M1 wires:
The bar under the picture is 20 um long.
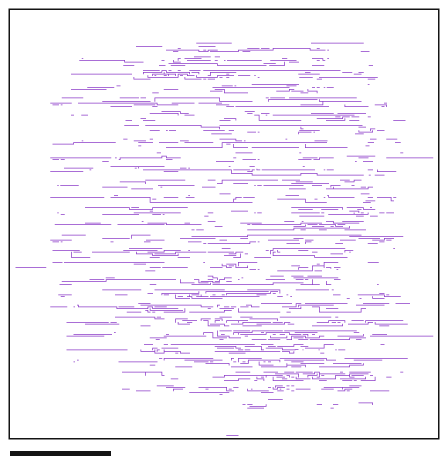
Met2 routing:
The bar under the picture is 20 um long. Cells faint in the background.
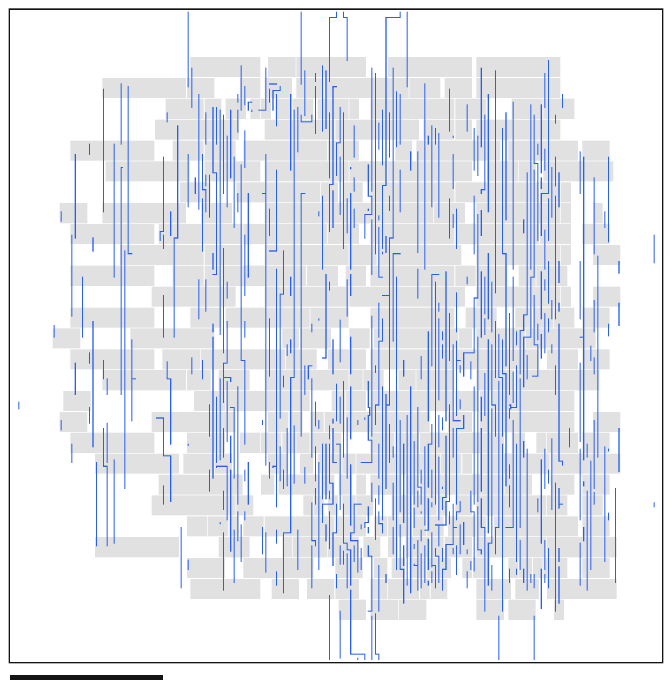
[src/rtl/param_stack.sv]
// param_stack: parametrised LIFO with registered read port, status and sticky errors.
// Define STACK_PEEK_EN to add a combinational peek port (peek_idx/peek_data).
module param_stack #(
    parameter int WIDTH = 8,
    parameter int DEPTH = 8,
    localparam int CW = $clog2(DEPTH + 1),
    localparam int AW = $clog2(DEPTH)
) (
    input  logic             clk,
    input  logic             rst,
    input  logic [WIDTH-1:0] data_in,
    input  logic             push,
    input  logic             pop,
    input  logic             tos,
    input  logic             clr_err,
    output logic [WIDTH-1:0] data_out,
    output logic             out_valid,
    output logic [CW-1:0]    count,
    output logic             full,
    output logic             empty,
    output logic             overflow,
`ifdef STACK_PEEK_EN
    input  logic [CW-1:0]    peek_idx,
    output logic [WIDTH-1:0] peek_data,
`endif
    output logic             underflow
);
    logic [WIDTH-1:0] mem [DEPTH];
    logic [CW-1:0]    count_q, count_d;
    logic [WIDTH-1:0] data_out_q, data_out_d;
    logic             out_valid_q, out_valid_d;
    logic             overflow_q, overflow_d;
    logic             underflow_q, underflow_d;
    logic [AW-1:0]    top_idx;
    logic [AW-1:0]    wr_idx;
    logic             has_top, is_full;
    logic             do_replace, do_pop, do_push, do_tos, do_read;
    always_comb begin
        has_top     = count_q != '0;
        is_full     = count_q == CW'(DEPTH);
        top_idx     = AW'(count_q - CW'(1));
        wr_idx      = AW'(count_q);
        // push+pop on an empty stack degrades to a plain push (plus underflow)
        do_replace  = push & pop & has_top;
        do_pop      = pop & ~push & has_top;
        do_push     = push & ~(pop & has_top) & ~is_full;
        do_tos      = tos & ~push & ~pop & has_top;
        do_read     = do_replace | do_pop | do_tos;
        count_d     = do_push ? count_q + CW'(1) : do_pop ? count_q - CW'(1) : count_q;
        data_out_d  = do_read ? mem[top_idx] : data_out_q;
        out_valid_d = do_read;
        overflow_d  = (push & ~pop & is_full) | (overflow_q & ~clr_err);
        underflow_d = (pop & ~has_top) | (underflow_q & ~clr_err);
    end
    always_ff @(posedge clk or posedge rst) begin
        if (rst) begin
            count_q     <= '0;
            data_out_q  <= '0;
            out_valid_q <= 1'b0;
            overflow_q  <= 1'b0;
            underflow_q <= 1'b0;
        end else begin
            count_q     <= count_d;
            data_out_q  <= data_out_d;
            out_valid_q <= out_valid_d;
            overflow_q  <= overflow_d;
            underflow_q <= underflow_d;
        end
    end
    always_ff @(posedge clk) begin
        if (do_push)
            mem[wr_idx] <= data_in;
        else if (do_replace)
            mem[top_idx] <= data_in;
    end
`ifdef STACK_PEEK_EN
    logic [CW-1:0] peek_pos;
    always_comb begin
        peek_pos  = count_q - CW'(1) - peek_idx;
        peek_data = (peek_idx < count_q) ? mem[AW'(peek_pos)] : '0;
    end
`endif
    assign data_out  = data_out_q;
    assign out_valid = out_valid_q;
    assign count     = count_q;
    assign full      = is_full;
    assign empty     = ~has_top;
    assign overflow  = overflow_q;
    assign underflow = underflow_q;
endmodule

[config.mk]
export PLATFORM = sky130hd
export DESIGN_NAME = param_stack
export DESIGN_NICKNAME = d
export VERILOG_FILES = /design/src/rtl/param_stack.sv
export SDC_FILE = /design/constraint.sdc
export NUM_CORES = 1
export LEC_CHECK = 0
export CORE_MARGIN = 5
export CORE_UTILIZATION = 61
export DETAILED_ROUTE_END_ITERATION = 10
export PLACE_DENSITY = 0.91
export SYNTH_ARGS = -nofsm -noshare
export SYNTH_HDL_FRONTEND = slang
export SYNTH_SLANG_ARGS = --single-unit
[constraint.sdc]
create_clock -name clk -period 4.5 [get_ports clk]
set_input_delay 0.9 -clock clk [delete_from_list [all_inputs] [get_ports clk]]
set_output_delay 0.9 -clock clk [all_outputs]
set_load 0.1 [all_outputs]
==> notes.md <==
yosys + openroad results -> routed via count 2110, initial antenna violation count 0, mux share 11.4%, Hold WC Path Type flop to flop, Yosys Instances 229, grt met1 use 27.8%, fa+ha+maj area frac 0.730%, Mapped Area 3430 um2, worst path cell trace inv_1 -> ha_1 -> or3b_4 -> clkinv_2 -> buf_4, combinational share of cell area 24.9%, Final min period 3.36 ns, Sum Neg Setup Slack 0 ns, status finished, final reports clean, worst r2r path cells 6, CTS sink cnt 79, setup ws final 1.14 ns, buffer share of cell area 9.11%, Logic Gate Count 129, GR Overflow Total 0, final worst-path cycle share 74.6%, Seq area share 57.7%, met3 Use GR 5.83%, R2R setup slack 1.48 ns, Top cells excl fill/tap edfxtp_1, mux2_2, clkdlybuf4s50_1, setup bufs post-CTS 0, overall routing resource usage 21.2%, Worst Clk Skew 0.00947 ns, top cells by area edfxtp_1, dfrtp_1, mux2_2, nonclk inv count 8, CTS tree done, final instance area 3980 um2, slowest stage cell, crit path dfrtp_1, EDFF count, synth 64, Post-synth top cells edfxtp_1, mux2_2, nand2_1, o22ai_1, dfrtp_1, Worst Path Buf+Inv 3, CP Class flop to output pin, FF-to-FF End data_out[4], final hold slack 0.488 ns, top comb family, area multiplexers, ys async rst share 19.0%, Floorplan Nets 245, WHS Path Cells 2, Synth Area in Compound Gates 9.89%, CP Depth 5, dpl hpwl 4670 um, Max Freq 0.298 GHz, Initial Util 62.6%, vias in the first global route 2167, Top Usage Layer GRT met2, synthesized area per cell 15.0 um2, I/O Buffers 30, cts repair resizes 0, Synth Instances 229, worst-path maximum fanout 10, most numerous logic cell after layout edfxtp_1, Hold Buf Count CTS 0, Final Wtd Congestion 0.837, Final #Nets 282, Synth Seq Share 67.0%, count of final hold-check violations 0, largest net degree at the start of global routing 25, registers 79, row count 27, Placeable Area 5470 um2, clock buffers 12, Yosys cell types 40, Antenna Nets Post-Route 0, placed cell areas 3770 um2, layout cells sized above 1 25.1%, Final clock-cell share 5.24%, max incr delay on CP 0.53 ns, chip area estimate from yosys synthesis 3430 um2, Final setup viols 0, Simple-Gate Area Share 5.91%, DRC 0, Clock Tree Buf Depth 2
Notes on 'M1 wires' above:
wire length on this layer = 2730 um
longest straight run = 28.3 um
main direction = horizontal
share of all routed wire = 39%

Notes on 'met2 routing' above:
wire length on this layer = 3450 um
share of all routed wire = 50%

[worst min-delay path by stage]
stage | from | slack, ns | endpoint
6_report | data_out[6] | 0.49 | data_out[6]
5_1_grt | data_out[1] | 0.52 | data_out[1]
4_1_cts | data_out[6] | 0.49 | data_out[6]
3_5_place_dp | data_out[6] | 0.47 | data_out[6]
3_3_place_gp | data_out[6] | 0.46 | data_out[6]
2_1_floorplan | mem[1][6] | 0.68 | data_out[6]
[flip-flops by register name, summed over array words and instances, names as in the netlist]
signal     cells
data_out       8
underflow      1
count          4
overflow       1
out_valid      1
mem           64
[per-layer routing]
layer | up-vias | routed length [um]
li1 | 967 | -
met1 | 1033 | 2730
met2 | 95 | 3450
met3 | 15 | 618
met4 | 0 | 122
met5 | - | 0
